Fig. 1: run 1, congestion heat map
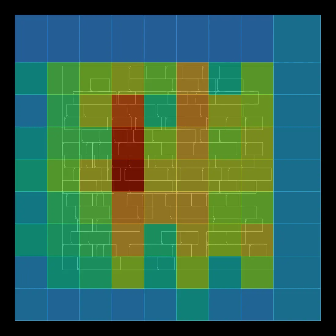
Fig. 2: run 1, cells colored by class
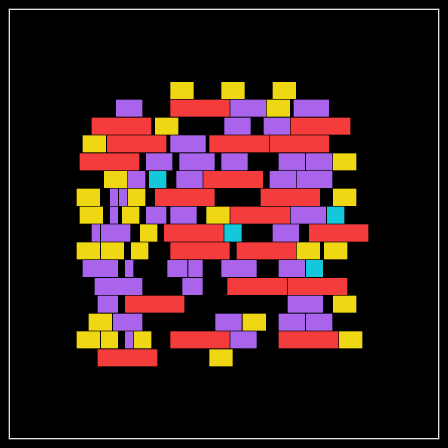
Fig. 3: run 1, port wiring
Scale bar: 20 um.
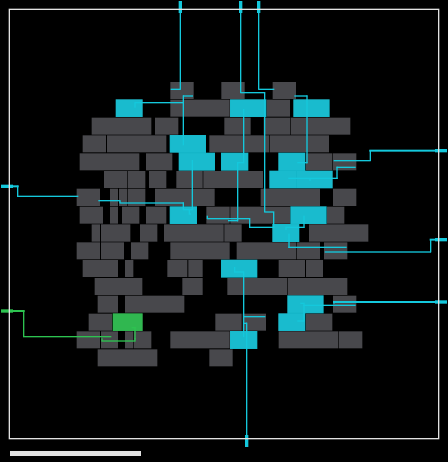
Fig. 4: run 1, PDN straps and rails
Scale bar: 20 um. Pins as bars on the die edge.
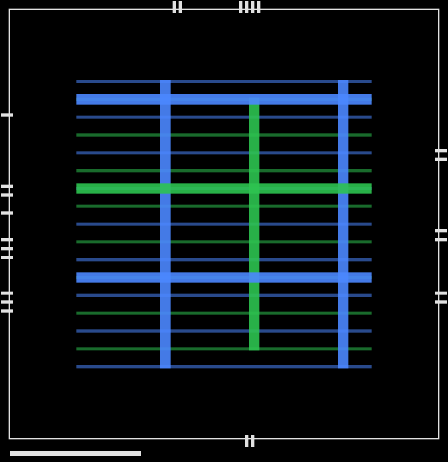
## src/rtl/fifo_pkg.sv

```systemverilog
// fifo_pkg: shared types and constants for the fifo read-side stream logic.
//   DEFAULT_WIDTH : default data width, must match the fifo WIDTH
//   BUF_DEPTH     : output buffer entries (fixed at 2)
//   occ_t         : output buffer fill count (0..2)
//   data_t        : data word at the default width
//   occ_next_f    : next fill count in 3-bit arithmetic so over/underflow is visible
package fifo_pkg;

  localparam int unsigned DEFAULT_WIDTH = 8;
  localparam int unsigned BUF_DEPTH     = 2;
  localparam int unsigned OCC_W         = 2;
  localparam int unsigned OCC_SUM_W     = 3;
  localparam int unsigned CNT_W         = 16;

  typedef logic [OCC_W-1:0]         occ_t;
  typedef logic [DEFAULT_WIDTH-1:0] data_t;

  // occ + inc - dec, widened so a value of 3 or a wrap to 7 can be detected
  function automatic logic [OCC_SUM_W-1:0] occ_next_f(input occ_t occ, input logic inc,
                                                      input logic dec);
    return OCC_SUM_W'({1'b0, occ}) + OCC_SUM_W'(inc) - OCC_SUM_W'(dec);
  endfunction

endpackage

```

## src/rtl/fifo_skid_buf.sv

```systemverilog
// fifo_skid_buf: 2-entry circular output buffer with push/pop and fill tracking.
//   clk, arst      : clock, asynchronous active-high reset
//   push           : write push_data into the tail entry this edge
//   push_data      : word to store
//   ready          : downstream accept; pop_c = valid && ready
//   valid          : buffer holds at least one word
//   data           : head entry (always a register, never a bypass)
//   occ            : entries currently held (0..2)
//   occ_next_c     : occ + push - pop_c in 3-bit arithmetic
//   pop_c          : head is consumed at this edge
module fifo_skid_buf
  import fifo_pkg::*;
#(
  parameter int unsigned WIDTH = DEFAULT_WIDTH
) (
  input  logic                 clk,
  input  logic                 arst,
  input  logic                 push,
  input  logic [WIDTH-1:0]     push_data,
  input  logic                 ready,
  output logic                 valid,
  output logic [WIDTH-1:0]     data,
  output occ_t                 occ,
  output logic [OCC_SUM_W-1:0] occ_next_c,
  output logic                 pop_c
);

  logic [WIDTH-1:0] entry [BUF_DEPTH];
  logic             head;
  logic             tail;
  occ_t             occ_q;

  assign valid      = (occ_q != '0);
  assign pop_c      = valid && ready;
  assign occ_next_c = occ_next_f(occ_q, push, pop_c);
  assign data       = entry[head];
  assign occ        = occ_q;

  // Storage and indices; single-bit indices wrap 1->0 by inversion
  always_ff @(posedge clk or posedge arst) begin
    if (arst) begin
      entry[0] <= '0;
      entry[1] <= '0;
      head     <= 1'b0;
      tail     <= 1'b0;
      occ_q    <= '0;
    end else begin
      if (push) begin
        entry[tail] <= push_data;
        tail        <= ~tail;
      end
      if (pop_c) begin
        head <= ~head;
      end
      occ_q <= OCC_W'(occ_next_c);
    end
  end

  // Fill count must stay within 0..2 (an underflow wraps to 7 and is caught too)
  always @(posedge clk) begin
    if (!arst) begin
      assert (occ_next_c <= OCC_SUM_W'(BUF_DEPTH))
        else $error("fifo_skid_buf: occupancy out of range (%0d)", occ_next_c);
    end
  end

endmodule

```

## src/rtl/fifo_rd_stream.sv

```systemverilog
// fifo_rd_stream: drains the synchronous fifo read port into a valid/ready stream.
// Reads are issued only when the 2-entry output buffer is guaranteed to have room
// for the word returning one cycle later, so the stream sustains one beat per clock.
//   clk, arst     : clock, asynchronous active-high reset
//   fifo_empty    : fifo empty flag
//   fifo_data_out : fifo read data, valid the cycle after fifo_rd_en
//   fifo_rd_en    : fifo read strobe (combinational, depends on m_ready)
//   m_valid       : stream data valid
//   m_ready       : downstream accept
//   m_data        : stream data (from a buffer register)
//   occupancy     : entries held in the output buffer (0..2)
//   beat_cnt      : 16-bit wrapping count of accepted beats
//                   (present only when FIFO_RD_STREAM_BEAT_CNT_EN is defined)
module fifo_rd_stream
  import fifo_pkg::*;
#(
  parameter int unsigned WIDTH     = DEFAULT_WIDTH,
  parameter int unsigned BUF_DEPTH = fifo_pkg::BUF_DEPTH
) (
  input  logic             clk,
  input  logic             arst,
  input  logic             fifo_empty,
  input  logic [WIDTH-1:0] fifo_data_out,
  output logic             fifo_rd_en,
  output logic             m_valid,
  input  logic             m_ready,
  output logic [WIDTH-1:0] m_data,
  output logic [1:0]       occupancy
`ifdef FIFO_RD_STREAM_BEAT_CNT_EN
  ,
  output logic [CNT_W-1:0] beat_cnt
`endif
);

  // The issue rule below is only correct for a 2-entry buffer
  if (BUF_DEPTH != 2) begin : g_bad_depth
    $error("fifo_rd_stream: BUF_DEPTH must be 2");
  end

  logic                 inflight;
  logic                 pop_c;
  logic [OCC_SUM_W-1:0] occ_next_c;
  occ_t                 occ;

  fifo_skid_buf #(
    .WIDTH (WIDTH)
  ) u_buf (
    .clk        (clk),
    .arst       (arst),
    .push       (inflight),
    .push_data  (fifo_data_out),
    .ready      (m_ready),
    .valid      (m_valid),
    .data       (m_data),
    .occ        (occ),
    .occ_next_c (occ_next_c),
    .pop_c      (pop_c)
  );

  assign occupancy = occ;

  // Issue a read only if the word it returns next cycle will still find a free entry
  assign fifo_rd_en = !arst && !fifo_empty && (occ_next_c < OCC_SUM_W'(BUF_DEPTH));

  // A read issued this cycle lands in the buffer at the next edge
  always_ff @(posedge clk or posedge arst) begin
    if (arst) begin
      inflight <= 1'b0;
    end else begin
      inflight <= fifo_rd_en;
    end
  end

`ifdef FIFO_RD_STREAM_BEAT_CNT_EN
  // Accepted-beat counter, wraps naturally at 16 bits
  always_ff @(posedge clk or posedge arst) begin
    if (arst) begin
      beat_cnt <= '0;
    end else if (pop_c) begin
      beat_cnt <= beat_cnt + CNT_W'(1);
    end
  end
`endif

endmodule

```

## config.mk

```make
export PLATFORM = sky130hd
export DESIGN_NAME = fifo_rd_stream
export DESIGN_NICKNAME = d
export VERILOG_FILES = /design/src/rtl/fifo_pkg.sv /design/src/rtl/fifo_skid_buf.sv /design/src/rtl/fifo_rd_stream.sv
export SDC_FILE = /design/constraint.sdc
export NUM_CORES = 1
export LEC_CHECK = 0
export CAP_MARGIN = 25
export CORE_MARGIN = 10
export CORE_UTILIZATION = 47
export CTS_BUF_LIST = sky130_fd_sc_hd__clkbuf_4 sky130_fd_sc_hd__clkbuf_8 sky130_fd_sc_hd__clkbuf_16
export CTS_CLUSTER_SIZE = 16
export DETAILED_ROUTE_END_ITERATION = 10
export HOLD_SLACK_MARGIN = 0.12
export MAX_ROUTING_LAYER = met4
export PLACE_DENSITY = 0.74
export SLEW_MARGIN = 20
export SYNTH_ARGS = -nofsm -noshare
export SYNTH_HDL_FRONTEND = slang
export SYNTH_SLANG_ARGS = --single-unit
export TNS_END_PERCENT = 1
```

## constraint.sdc

```tcl
create_clock -name clk -period 3 [get_ports clk]
set_clock_uncertainty 0.05 [all_clocks]
set_input_delay 0.6 -clock clk [delete_from_list [all_inputs] [get_ports clk]]
set_output_delay 0.6 -clock clk [all_outputs]
set_load 0.02 [all_outputs]
```

==> results.txt, run 1 <==
run results: Max Fclk 340 MHz, initial antenna violation count 0, Post-DRT Antenna Nets 0, yosys simple share 2.59%, critical path class reg2out, Die ar. 4260 um^2, 1st-iter DRT viols 20, # diodes 0, Crit path max-delay family adder cells, status finished, final reports clean, Clock buffer cells 4, RSZ-0062 raised after global routing yes, Max-slew headroom 48.0%, comb_multi_in 35, metal3 WL 128 um, minimum clock period 2.94 ns, Clock transition at path regs 0.11 ns, Repair and plain buffers 28, die height 65.3 um, Seq Cell Count 21, crit path DAT 2.29 ns, syn nets 78, max_cap viols 0, GRT Util Overall 9.65%, drt wl/cell 15.3 um, Mapped Area 965 um^2, H-tree depth 1, GRT met1 Usage 10.8%, WP data required 2.35 ns, fa+ha+maj area frac 4.67%, CP Buf/Inv Count 2, final hold slack 0.462 ns, Tapcell Cnt 27, most crowded layer after global routing met2, CP max-delay cell fa_1, FILL cells 171, met1 WL 837 um, Ys Warns 0, Vias/cell 4.93, cell count after synthesis 63, largest net degree at the start of global routing 22, fraction of cell area in non-clock buffers 20.6%, XOR Share, Synth 2.72%, most numerous logic cells after layout 21 x dfrtp_1, 21 x clkdlybuf4s50_1, 16 x mux2_2, P&R area growth vs syn 33.3%, Post-Synth AOI/OAI Area 0.778%, layout cell share with drive strength beyond 1 40.9%, FF+latch area 526 um^2, Late-Pin Clk Latency 0.30 ns, Final Max Slew Viols 0, crit-path cells o21a_1 -> ha_1 -> inv_1 -> ha_2 -> fa_1 -> nor4_2 -> buf_4, syn_area_per_cell 15.3 um^2, clk sinks 21, cts repair resizes 9, FP Core Util 49.2%, dominant kind of cell flip-flops and latches, Final clock-cell share 2.33%, leakage power 0.575 nW, Inverters 5, Tightest Pin Transition 0.779 ns, root buffer cell clkbuf_4, vias in the first global route 657, post-CTS setup buffer count 1, #FFs+latches synth 21, cell total in the yosys stat output 63, final wirelength 1840 um, clock tree buffer depth 2, Comb area share 32.1%, # setup viols final 0, CORE AREA 1960 um^2, sequential area share after synthesis 54.5%, Fin. Hold Viols 0, Worst Path Max Fanout 2, final non-filler cell total 120, Chip Area, Yosys 965 um^2, synth unique cells 15, hold buffers post-CTS 0, logic area 413 um^2, Worst setup EP type output port, Num CTS Buffers 3, VDD IR max 0.650 mV, Top Layer Used met4, Top non-seq family multiplexers, CP max stage delay 0.43 ns, Critical Path Start Type flip-flop, Pwr Total 1.46 mW, drt first pass iters 2, GRT Residual Overflow 0, die width 65.3 um, Final #Nets 109, tool warnings 28, setup TNS 0 ns, drt drc 0, Routability Congestion 0.703, Tcrit/Tclk final 98.2%, global-route wire length before repair 3110 um, area fraction in mux cells 31.1%, HP Class reg2reg, met2 wire len 852 um, CTS tree done, Post-Place Cells 114, placed wire-length estimate 1350 um, cell area power density 1140 nW/um^2, vias post-DR 592
-- Fig. 1 (at the start) --
final core occ: 65.6%
met2 usage: 14.6%
met3 GRT Util: 4.41%

-- Fig. 2 (at the start) --
Key: cyan = clock drivers and dummy loads [cells 4, share of their area 2.4%]; yellow = other buffers and delay cells [cells 28, share of their area 21%]; purple = all other logic [cells 40, share of their area 34%]; red = flip-flops [cells 21, share of their area 42%]
row count: 16
Seq area share: 40.9%

-- Fig. 3 (at the start) --
Key: green = fifo_rd_en [bits 1, direction output, edge left, end cells 1, buffers 1, wire 26.8 um]; cyan = fifo_data_out [bits 8, direction input, edge 3 top, 3 right, 1 bottom, 1 left, end cells 16, buffers 8, wire 285 um]
PortBufs: 23
I/O Pins: 24

-- Fig. 4 (at the start) --
Key: green = VDD; blue = VSS
3 straps on met5. 3 straps on met4. The core has 16 rows. 24 signal pins sit on the boundary. 17 met1 rails follow the rows.

## run 1: path summary, 6_finish.rpt
kind | from | endpoint | slack [ns] | cells past startpoint
max | u_buf.occ[1]$_DFF_PP0_ | fifo_rd_en | 0.06 | 7
min | u_buf.entry[2]$_DFFE_PP0P_ | u_buf.entry[2]$_DFFE_PP0P_ | 0.46 | 1
max reg2reg | u_buf.occ[1]$_DFF_PP0_ | inflight$_DFF_PP0_ | 0.95 | 7
min reg2reg | u_buf.entry[2]$_DFFE_PP0P_ | u_buf.entry[2]$_DFFE_PP0P_ | 0.46 | 1
max in group asynchronous | arst | u_buf.entry[13]$_DFFE_PP0P_ | 1.69 | 2
min in group asynchronous | arst | u_buf.entry[6]$_DFFE_PP0P_ | 0.73 | 2
## run 1: cell usage after synthesis
library cell | n | share of area (%)
nor2b_2 | 1 | 0.91
fa_1 | 1 | 2.1
mux2_2 | 16 | 19
buf_6 | 1 | 1.2
ha_1 | 2 | 2.6
nand2_1 | 1 | 0.39
dfrtp_1 | 21 | 54
buf_2 | 1 | 0.52
o21a_1 | 1 | 0.78
inv_1 | 5 | 1.9
nand2_2 | 1 | 0.65
xnor2_1 | 1 | 0.91
xor2_1 | 2 | 1.8
nor4_1 | 1 | 0.65
mux2_4 | 8 | 12
## run 1: through the flow
step	cell area [um^2]	worst slack [ns]
6_report	1290	0.0554
5_1_grt	1290	-0.0563
4_1_cts	1280	-0.0124
3_5_place_dp	1240	-0.663
3_3_place_gp	1240	-0.615
2_1_floorplan	971	0.211
## run 1: registers in the layout (all words and copies together), names as in the netlist
name         cells
u_buf.entry     16
u_buf.occ        2
inflight         1
u_buf.head       1
u_buf.tail       1
## run 1: power by group
group	total (mW)	switching, mW	internal (mW)
Sequential	0.522	0.0973	0.424
Combinational	0.793	0.322	0.471
Clock	0.146	0.0854	0.0610
Fig. 5: run 1, cell area per tile
Scale bar: 20 um. 7 x 7 tiles, from black (low) to pale yellow (high), 0 to 100% covered.
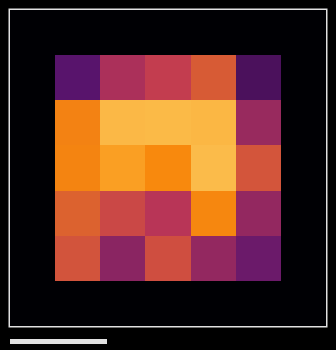

==> run 2, diff against run 1 <==
Settings changed: CTS_CLUSTER_SIZE 16 to not set, PLACE_DENSITY 0.74 to 0.85.
Fig. 6: run 2, cell area per tile
Scale bar: 20 um. 7 x 7 tiles, from black (low) to pale yellow (high), 0 to 100% covered.
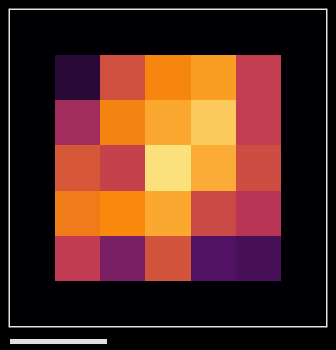
The densest ninth of the die: middle. 49% of the tiles are nearly empty. 12% of the tiles are over 75% full. The mean over all tiles is 30%. The fullest tile reaches 93%.
CORE AREA: 1960 um^2
final core occ: 66.9%

Fig. 7: run 2, cells colored by class
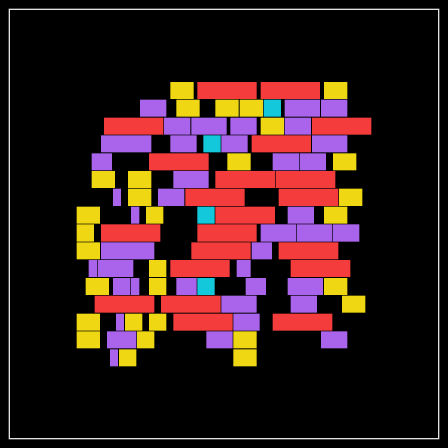
Key: purple = all other logic [cells 40, share of their area 35%]; cyan = clock drivers and dummy loads [cells 4, share of their area 2.3%]; red = flip-flops [cells 21, share of their area 41%]; yellow = other buffers and delay cells [cells 30, share of their area 22%]

==> run 2 against run 1 <==
Against the previous run:
- sequential share of layout area is 0.82 points lower
- non-clock buffer count is 2 higher
- die size did not move
- sequential cell count is the same
- hold slack improved by 0.0034 ns
- critical path depth stayed put
- global-route usage rose by 0.072 points
- synthesized cell count did not move
- design area up 2.0%
- largest power group unchanged
- highest routed layer is now met3
==> results.txt, run 2 <==
run results: P&R area growth vs syn 36.1%, clk sinks 21 (unchanged), Pwr Total 1.53 mW (+4.5%), cell total in the yosys stat output 63 (unchanged), area share, top type 54.5% (unchanged), leakage power 0.585 nW (+1.7%), WHS Endpoint u_buf.entry[0]$_DFFE_PP0P_, Top Layer Used met3, met2 wire len 993 um (+17%), drt first pass iters 4 (+2), top cells by count, synth 21 x dfrtp_1, 16 x mux2_2, 8 x mux2_4, 5 x inv_1, setup slack, reg-to-reg 1.04 ns (+0.09 ns), Worst setup EP type output port, post-synthesis cell type with the largest instance count dfrtp_1, Max Fclk 338 MHz (-0.34%), Post-synth EDFFs 0 (unchanged), critical path class reg2out, final wirelength 1980 um (+7.7%), Late-Pin Clk Latency 0.29 ns (about the same), status finished, final reports clean, hold_sp u_buf.entry[0]$_DFFE_PP0P_, Worst Path Max Fanout 2 (unchanged), synth unique cells 15 (unchanged), die height 65.3 um (unchanged), initial antenna violation count 0 (unchanged), tool warnings 28 (unchanged), async set-reset flop share out of synthesis 100% (unchanged), RSZ-0062 raised after global routing yes, max_cap viols 0 (unchanged), max FFs per register 16 (unchanged), GRT Residual Overflow 0 (unchanged), die width 65.3 um (unchanged), Mapped Area 965 um^2 (unchanged), Synth Flop Type dfrtp_1, row count 16 (unchanged), Post-Place Cells 114 (unchanged), Die ar. 4260 um^2 (unchanged), largest net degree at the start of global routing 22 (unchanged), 1st-iter DRT viols 14 (-30%), cell taking the most area after synthesis dfrtp_1, Clock transition at path regs 0.11 ns (about the same), Max-slew headroom 49.2% (+1.1 points), Post-DRT Antenna Nets 0 (unchanged), Tightest Pin Transition 0.762 ns (-0.0168 ns), Ys Warns 0 (unchanged), Final #Nets 111 (+1.8%), vias post-DR 603 (+1.9%), Routability Congestion 0.703 (about the same), I/O Pins 24 (unchanged), H-tree depth 1 (unchanged), Vias/cell 4.94 (+0.19%), layout cell share with drive strength beyond 1 43.2% (+2.3 points), metal3 WL 91 um (-29%), syn nets 78 (unchanged), met1 WL 894 um (+6.8%), placed wire-length estimate 1460 um (+8.3%), minimum clock period 2.95 ns (+0.0101 ns), Final Max Slew Viols 0 (unchanged), #FFs+latches synth 21 (unchanged), CP endpoint fifo_rd_en, drt drc 0 (unchanged), Chip Area, Yosys 965 um^2 (unchanged), FP Core Util 49.2% (unchanged), PortBufs 23 (unchanged), WP data required 2.35 ns (about the same), hold buffers post-CTS 0 (unchanged), most crowded layer after global routing met2, cell area power density 1160 nW/um^2 (+2.4%), VDD IR max 0.650 mV (about the same), clock tree buffer depth 2 (unchanged), Crit Reg-Reg Startpoint u_buf.occ[1]$_DFF_PP0_, Tcrit/Tclk final 98.5% (+0.34 points), syn_area_per_cell 15.3 um^2 (unchanged), met2 usage 14.8% (+0.12 points), Most flops, register u_buf.entry, # diodes 0 (unchanged)
Fig. 8: run 2, congestion heat map
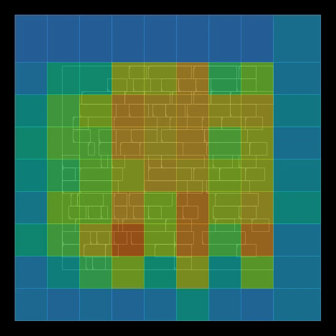
met3 GRT Util: 3.39%
GRT Util Overall: 9.72%
drt wl/cell: 16.2 um
GRT met1 Usage: 12.1%

==> run 2: cell types whose count changed in the layout (fill, tap and decap cells not counted), sizes merged <==
cell / change
buf: +2
==> run 2: worst max-delay path, cell delays in order, from the launching register on <==
cell     delay (ns)
dfrtp_1        0.41
o21a_1         0.21
ha_1           0.28
inv_1          0.06
ha_2           0.16
fa_2           0.46
nor4_4         0.25
buf_4          0.19
==> run 2: where the power goes <==
part / internal (mW) / switching [mW] / total (mW)
clock: 0.0608 / 0.0821 / 0.143
sequential: 0.425 / 0.104 / 0.528
combinational: 0.505 / 0.350 / 0.855
total: 0.991 / 0.536 / 1.53
==> run 2: kinds of logic (layout without fill, tap and decap cells) <==
kind of cell    count (synthesis)  after routing  synth area share (%)
fa+ha+maj                       3              3                  4.67
buf+inv                         7             39                  3.63
compound gates                  1              1                 0.779
flops                          21             21                  54.5
mux                            24             24                  31.1
simple gates                    4              4                  2.59
xor+xnor                        3              3                  2.72
==> run 2: per-stage QoR <==
step / worst slack, ns / utilization (%) / hold WS [ns] / TNS [ns] / area [um^2]
final: 0.0453 / 66.9 / 0.465 / 0 / 1310
after global placement: -0.621 / 63.3 / 0.431 / -0.621 / 1240
after CTS: -0.0379 / 65.9 / 0.467 / -0.0379 / 1290
after detailed placement: -0.691 / 63.3 / 0.440 / -0.691 / 1240
after global routing: -0.0662 / 66.9 / 0.488 / -0.0662 / 1310
after floorplan: 0.211 / - / 0.424 / 0 / 971
==> run 2: repair_timing <==
item                                    4_1_cts  5_1_grt
endpoints found under the setup margin        1        1
buffers inserted                              3        1
gates resized                                 9        2
pin swaps                                     3        4
==> run 2: final cells by class <==
class	instances	area (um^2)
clock buffer	4	30.0
fill	156	649
sequential	21	526
multi-input combinational	35	424
inverter	5	18.8
tap	27	33.8
timing repair buffer	30	280
==> run 3, diff against run 2 <==
Settings changed: MAX_ROUTING_LAYER met4 to not set.
Clock period 3 ns to 3.3 ns, I/O delays scaled along.
==> run 3 against run 2 <==
Against the previous run:
- sequential share of layout area increased by 0.15 points
- sequential power decreased by 9.7%
- combinational power decreased by 14%
- critical path depth increased by 1
- routed wire length decreased by 5.3%
- critical path type is now in2out
==> results.txt, run 3 <==
run results: CP endpoint fifo_rd_en, status finished, final reports clean, H-tree depth 1 (unchanged), drt wl/cell 15.2 um (-6.1%), synth unique cells 15 (unchanged), CORE AREA 1960 um^2 (unchanged), metal3 WL 189 um (+110%), met2 wire len 907 um (-8.7%), Pwr top combinational logic, Chip Area, Yosys 965 um^2 (unchanged), max_cap viols 0 (unchanged), Clock transition at path regs 0.10 ns (about the same), pre-CTS setup slack -0.597 ns (+0.0944 ns), GRT Util Overall 9.21% (-0.52 points), syn nets 78 (unchanged), row count 16 (unchanged), Die ar. 4260 um^2 (unchanged), leakage power 0.592 nW (+1.3%), RSZ-0062 raised after global routing no, syn_area_per_cell 15.3 um^2 (unchanged), Comb. pwr 736 uW (-14%), Fin. Hold Viols 0, cell taking the most area after synthesis dfrtp_1, Switching Fraction 34.2% (-0.92 points), cell area power density 1020 nW/um^2 (-12%), post-synthesis cell type with the largest instance count dfrtp_1, minimum clock period 3.16 ns, final wirelength 1870 um (-5.3%), yosys simple share 2.59% (unchanged), XOR Share, Synth 2.72% (unchanged), Max-slew headroom 48.7% (-0.42 points), met2 usage 15.1% (+0.37 points), Post-synth EDFFs 0 (unchanged), final worst setup slack 0.140 ns (+0.0946 ns), Clk network pwr share 9.2% (-0.2 points), hold buffers post-CTS 0 (unchanged), Vias/cell 4.86 (-1.6%), Crit Reg-Reg Startpoint u_buf.occ[0]$_DFF_PP0_, Top non-seq family multiplexers, #FFs+latches synth 21 (unchanged), Ys Warns 0 (unchanged), async set-reset flop share out of synthesis 100% (unchanged), met1 WL 763 um (-15%), setup TNS 0 ns (unchanged), cell total in the yosys stat output 63 (unchanged), Tcrit/Tclk final 95.8%, initial antenna violation count 0 (unchanged), Max Fclk 316 MHz, P_int 880 uW (-11%), tool warnings 26 (-7.1%), vias post-DR 598 (-0.83%), NetSw 457 uW (-15%), Crit path max-delay family adder cells, Seq pwr share 35.7% (+1.1 points), Post-Place Cells 113 (-0.88%), P_seq 477 uW (-9.7%), CP max stage delay 0.49 ns (+0.03 ns), CP Buf/Inv Count 3 (+1), Most flops, register u_buf.entry, Late-Pin Clk Latency 0.28 ns (about the same), largest net degree at the start of global routing 22 (unchanged), max FFs per register 16 (unchanged), critical path class in2out, Final Max Slew Viols 0 (unchanged), top cells by count, synth 21 x dfrtp_1, 16 x mux2_2, 8 x mux2_4, 5 x inv_1, Final #Nets 112 (+0.90%), Area after DPL 1230 um^2 (-1.1%), layout cell share with drive strength beyond 1 42.7% (-0.45 points), Comb pwr share 55.1% (-0.9 points), clock tree buffer depth 2 (unchanged), WP data required 2.59 ns (+0.24 ns), Tightest Pin Transition 0.768 ns (+0.00636 ns), Num CTS Buffers 3, Worst setup EP type output port, area share, top type 54.5% (unchanged), Top Layer Used met4, P&R area growth vs syn 35.5%, drt drc 0 (unchanged), crit-path cells dlygate4sd2_1 -> o21a_1 -> ha_1 -> inv_1 -> ha_2 -> fa_1 -> nor4_2 -> buf_4, GRT Residual Overflow 0 (unchanged), Pwr Total 1.34 mW (-12%), final hold slack 0.462 ns (-0.00389 ns), CP max-delay cell fa_1, GRT met1 Usage 10.2% (-1.9 points), I/O Pins 24 (unchanged), fa+ha+maj area frac 4.67% (unchanged), 1st-iter DRT viols 18 (+4), CP Depth 8 (+1), Synth Flop Type dfrtp_1, Post-DRT Antenna Nets 0 (unchanged), Post-Synth AOI/OAI Area 0.778% (unchanged), clk sinks 21 (unchanged), met3 GRT Util 4.41% (+1.0 points), # diodes 0 (unchanged), Routability Congestion 0.631 (-10%), drt first pass iters 2 (-2), Mapped Area 965 um^2 (unchanged)
-- run 3: layout make-up --
type | instances | area [um^2]
fillers | 167 | 654
flip-flops and latches | 21 | 526
multi-input cells | 35 | 413
repair buffers | 31 | 287
well taps | 27 | 33.8
clock buffers | 4 | 30.0
inverters | 5 | 18.8
-- run 3: cells by family (layout without fill, tap and decap cells) --
family / Yosys count / after routing
AND-OR/OR-AND: 1 / 1
XOR/XNOR: 3 / 3
adder cells (fa/ha/maj): 3 / 3
buffers and inverters: 7 / 40
flip-flops: 21 / 21
multiplexers: 24 / 24
AND/OR/NAND/NOR: 4 / 4
-- run 3: how the worst min path moves through the flow --
stage	from	end	slack [ns]
floorplan	u_buf.entry[0]$_DFFE_PP0P_	u_buf.entry[0]$_DFFE_PP0P_	0.42
global placement	u_buf.entry[2]$_DFFE_PP0P_	u_buf.entry[2]$_DFFE_PP0P_	0.43
detailed placement	u_buf.entry[2]$_DFFE_PP0P_	u_buf.entry[2]$_DFFE_PP0P_	0.44
CTS	u_buf.entry[2]$_DFFE_PP0P_	u_buf.entry[2]$_DFFE_PP0P_	0.47
global route	u_buf.entry[7]$_DFFE_PP0P_	u_buf.entry[7]$_DFFE_PP0P_	0.49
finish	u_buf.entry[7]$_DFFE_PP0P_	u_buf.entry[7]$_DFFE_PP0P_	0.46
-- run 3: what timing repair did --
item | CTS | global route
endpoints found under the hold margin | 0 | 0
pin swaps | 3 | 1
setup endpoints to repair | 1 | 1
resized | 9 | 0
buffers inserted | 6 | 0
-- run 3: worst register-to-register path, stage by stage (launching register included) --
cell     delay [ns]
dfrtp_1        0.41
o21a_1         0.21
ha_1           0.28
inv_1          0.04
ha_2           0.17
fa_1           0.40
xnor2_1        0.20
nor4_2         0.06
buf_4          0.12
buf_4          0.12
buf_4          0.12
buf_4          0.12
buf_4          0.12
Fig. 9: run 3, cell area per tile
Scale bar: 20 um. 7 x 7 tiles, from black (low) to pale yellow (high), 0 to 100% covered.
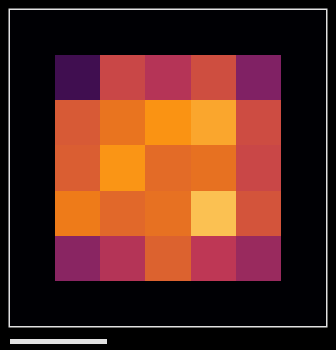
8.2% of the tiles are over 75% full. The fullest tile reaches 87%. The mean over all tiles is 30%. The emptiest ninth of the die: top left. The densest ninth of the die: middle. 49% of the tiles are nearly empty.
final core occ: 66.6%
FP Core Util: 49.2%

Fig. 10: run 3, port wiring
Scale bar: 20 um.
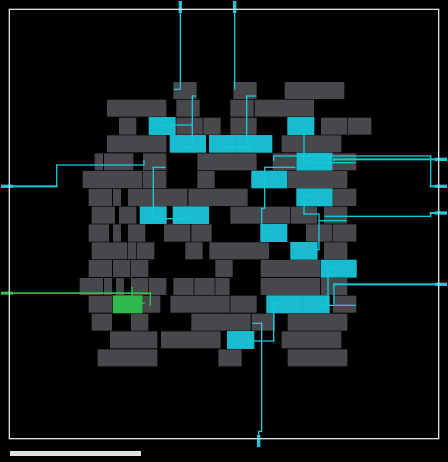
Key: cyan = fifo_data_out [bits 8, direction input, edge 4 right, 2 top, 1 left, 1 bottom, end cells 16, buffers 8, wire 262 um]; green = fifo_rd_en [bits 1, direction output, edge left, end cells 1, buffers 1, wire 25.0 um]

Fig. 11: run 3, PDN straps and rails
Scale bar: 20 um. Pins as bars on the die edge.
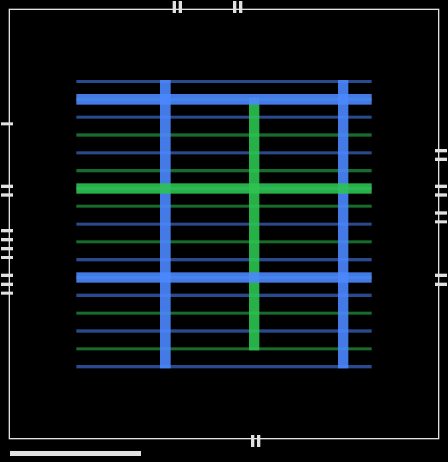
Key: green = VDD; blue = VSS
17 met1 rails follow the rows. 3 straps on met4. 3 straps on met5.
die width: 65.3 um
die height: 65.3 um
VDD IR max: 0.564 mV

Power figures rest on the tool's default switching activity, not on a simulated workload.
